==> run_1/drive_strength.png <==
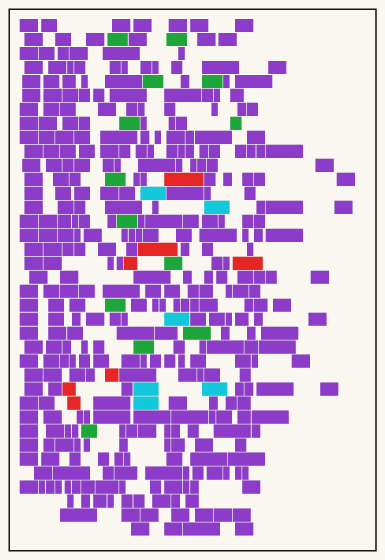
==> run_1/cell_classes.png <==
Fill, decap, tap and diode cells in grey.
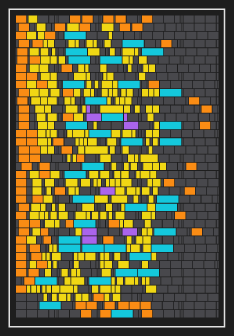
==> run_1/metal_stack.png <==
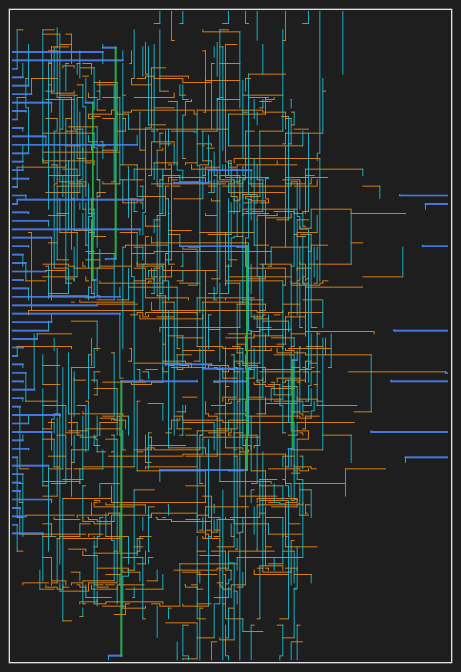
==> run_1/port_nets.png <==
The bar under the picture is 20 um long.
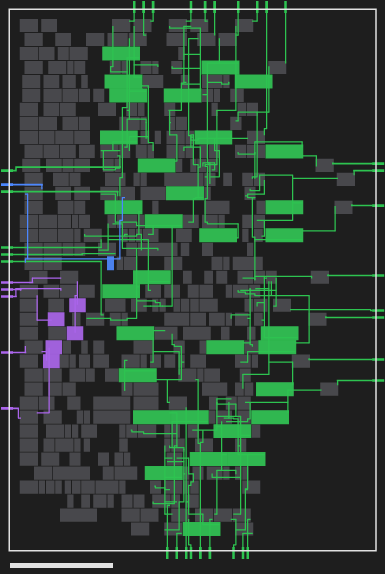
Design hazard_unit_mc_flat, sky130hd; sources not shown.
==> qor.csv, run 1 <==
metric,value,unit
outcome,finished clean,
drtAntennaViolNets,0,
crit_family,buffers and inverters,
place_inst,459,
top_area_cell,dfxtp_1,
comb.multi_input.count,245,
final_layout_top_logic_cell,clkdlybuf4s50_1,
slew_headroom,47.6,%
dp_slack,1110,ps
seq_cell_count,36,
netlist_logic_family_top,simple AND/OR/NAND/NOR gates,
design.final.nets,435,
via_count_of_the_first_global_routing_pass,2513,
die_wd,71.0,um
timing.hold.ws,493,ps
post_synthesis_async_set_or_reset_flop_share,0,%
most_frequently_placed_logic_cells_in_the_final_layout,"88 x clkdlybuf4s50_1, 39 x nor2_1, 36 x dfxtp_1",
post-cts-setup-buffer-count,0,
fmax,272,MHz
clockBufferDepth,2,
synthesis.nets,347,
diode_count,0,
n_clock_buffer,6,
finalHoldViolations,0,
number_of_filler_instances_in_the_final_layout,621,
core_util_floorplan,35.7,%
worst_path_most_repeated_cell,clkdlybuf4s50_1,
critical_path.cell_chain,clkdlybuf4s50_1 > or4_1 > o21ai_0 > o21ai_1 > nand2_1 > inv_1 > clkdlybuf4s50_1,
post_drt_via_cell_ratio,5.37,
chipArea,7460,um^2
fin_crit_sh,76.5,%
cap_viol_max_count,0,
place_area,3380,um^2
drt_iter0_drc,75,
setup.worst_path.start_class,input pin,
cpPeakStageDelay,530,ps
worstPathArrival,2950,ps
layout.non_clock_inverters,8,
gr-total-overflow,0,
first_pass_grt_wire_length,11000,um
route.detailed.wl_per_inst,13.5,um
crit_required,4080,ps
fin_skew,8.54,ps
power.leakage,1.20,nW
timing.reg2reg.setup_slack,1990,ps
comb-cell-share,46.8,%
cp_num_cells,7,
finalSetupViolations,0,
cts.root.buffer_cell,clkbuf_8,
cts_resized,0,
comb_area,1630,um^2
cts.reportedPaths.clkPinSlew,70,ps
largestClassByArea,logic gates,
path_class,in2out,
hold_path_class,reg2reg,
ys.flop_type,dfxtp_1,
clock.latency.late_pin,290,ps
synth.cellmix.xorXnorShare,13.3,%
synth-adder-area-share,1.55,%
antenna_found_initial,0,
power_per_cell_area,194,nW/um^2
Notes on drive_strength.png above:
drive 3 to 4: drawn in red, cells 7, most used buf_4. drive 6 and up: drawn in cyan, cells 6, most used clkbuf_8. drive 2: drawn in green, cells 13, most used mux2_2. drive 1 or less: drawn in purple, cells 363, most used clkdlybuf4s50_1.
final setup margin: 1130 ps
final non-filler cell area: 3470 um^2

Notes on cell_classes.png above:
all other logic: drawn in yellow, cells 253, share of their area 49%. clock drivers and dummy loads: drawn in purple, cells 8, share of their area 2.7%. flip-flops: drawn in cyan, cells 36, share of their area 21%. other buffers and delay cells: drawn in orange, cells 92, share of their area 27%.
total core area: 6810 um^2
std cell rows: 37

Notes on metal_stack.png above:
met2: drawn in cyan, wire length 3,410 um. met3: drawn in blue, wire length 411 um. met4: drawn in green, wire length 157 um. met1: drawn in orange, wire length 2,320 um.
total vias in the final route: 2,507
Routed WL: 6300 um
Overall Global Routing Usage: 18.0%

Notes on port_nets.png above:
hz_StallD: drawn in blue, bits 1, direction output, end cells 1, buffers 1, wire 51.5 um. hz_StallCount: drawn in green, bits 32, direction output, end cells 32, buffers 32, wire 1,470 um. hz_Rs1D: drawn in purple, bits 5, direction input, end cells 5, buffers 5, wire 67.6 um.
I/O pin cnt: 89
count of buffers inserted at the top-level ports: 88

-- run 1: tightest hold or removal path, delay by kind of cell (launching register included) --
family	cells	cell delay, ps
and+or+nand+nor	1	70
DFF	1	330
AOI/OAI and AO/OA	1	60
-- run 1: report_power, final --
group | internal, W | switching (W)
registers | 0.000304 | 0.00000580
logic | 0.0000807 | 0.0000637
clock network | 0.000113 | 0.000107
-- run 1: metal layers --
layer	routed length [um]	vias up	track usage (%)
met1	2320	1161	18.6
met3	411	11	4.15
li1	-	1247	-
met5	0	-	0
met2	3410	88	33.9
met4	157	0	6.87
==> run 2, diff against run 1 <==
- CORE_UTILIZATION: 35 -> 30
- PLACE_DENSITY: 0.95 -> 0.9
- clock period: 4.8 -> 3.3 ns (I/O delays scaled with it)
==> run_2/metal_stack.png <==
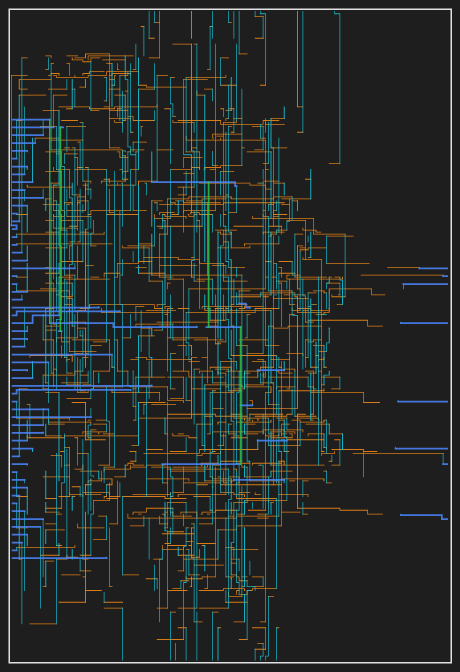
met2: drawn in cyan, wire length 3,750 um. met3: drawn in blue, wire length 409 um. met1: drawn in orange, wire length 2,310 um. met4: drawn in green, wire length 120 um.
total vias in the final route: 2,505
Overall Global Routing Usage: 15.6%

==> run_2/port_nets.png <==
The bar under the picture is 20 um long.
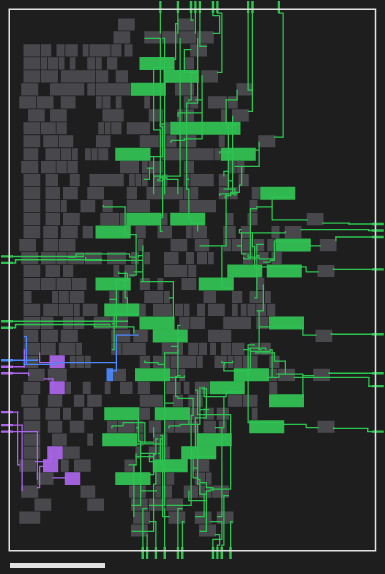
hz_Rs1D: drawn in purple, bits 5, direction input, end cells 5, buffers 5, wire 77.3 um. hz_StallCount: drawn in green, bits 32, direction output, end cells 32, buffers 32, wire 1,490 um. hz_StallD: drawn in blue, bits 1, direction output, end cells 1, buffers 1, wire 44.9 um.

==> qor.csv, run 2 <==
metric,value,unit,change
dr_wl_met2,3750,um,+10%
n_clock_buffer,7,,+1
power.leakage,1.24,nW,+3.9%
clock.latency.late_pin,300,ps,about the same
final_layout_top_logic_cell,clkdlybuf4s50_1,,
power_per_cell_area,308,nW/um^2,+59%
ys.flop_type,dfxtp_1,,
fin_crit_sh,81.4,%,
clockBufferDepth,2,,unchanged
grt.met1_usage,13.7,%,-4.9 points
crit_required,2800,ps,-1280 ps
cpPeakStageDelay,550,ps,+20 ps
comb_area,1630,um^2,+0.46%
placement.io_buffers,88,,unchanged
comb.multi_input.count,245,,unchanged
fp.coreArea,7910,um^2,+16%
routedLengthMet1,2310,um,-0.56%
synthesis.nets,347,,unchanged
worstPathArrival,2190,ps,-760 ps
grt_util_met2,32.6,%,-1.3 points
chipArea,8660,um^2,+16%
fp-row-count,40,,+8.1%
place_inst,486,,+5.9%
dp_slack,227,ps,-882 ps
final_cell_area,3540,um^2,+1.8%
post-cts-setup-buffer-count,0,,unchanged
fmax,372,MHz,
seq_power_share,41.4,%,-4.6 points
intPower,0.000824,W,+66%
worst_path_most_repeated_cell,nor4_1,,
power_switching,0.000266,W,+51%
post_drt_via_cell_ratio,5.07,,-5.5%
cp_num_cells,6,,-1
drtAntennaViolNets,0,,unchanged
outcome,finished clean,,
## run 2: kinds of logic after synthesis
family                   share of synthesized area, %
adder cells (fa/ha/maj)                          1.55
AND-OR/OR-AND                                    8.24
multiplexers                                     6.65
AND/OR/NAND/NOR                                  37.1
flip-flops                                       29.7
XOR/XNOR                                         13.3
buffers and inverters                            3.40
## run 2: power groups by stage
stage          sequential (W)  combinational (W)  clock (W)
2_1_floorplan        0.000460           0.000103          0
3_3_place_gp         0.000461           0.000208          0
3_5_place_dp         0.000461           0.000213          0
4_1_cts              0.000451           0.000212   0.000439
5_1_grt              0.000452           0.000230   0.000457
6_report             0.000451           0.000210   0.000429
## run 2: repair_timing
item                       CTS  global route
pin swaps                    0             1
cloned                       0             0
gates resized                8             6
setup endpoints to repair    7             4
Power figures rest on the tool's default switching activity, not on a simulated workload.
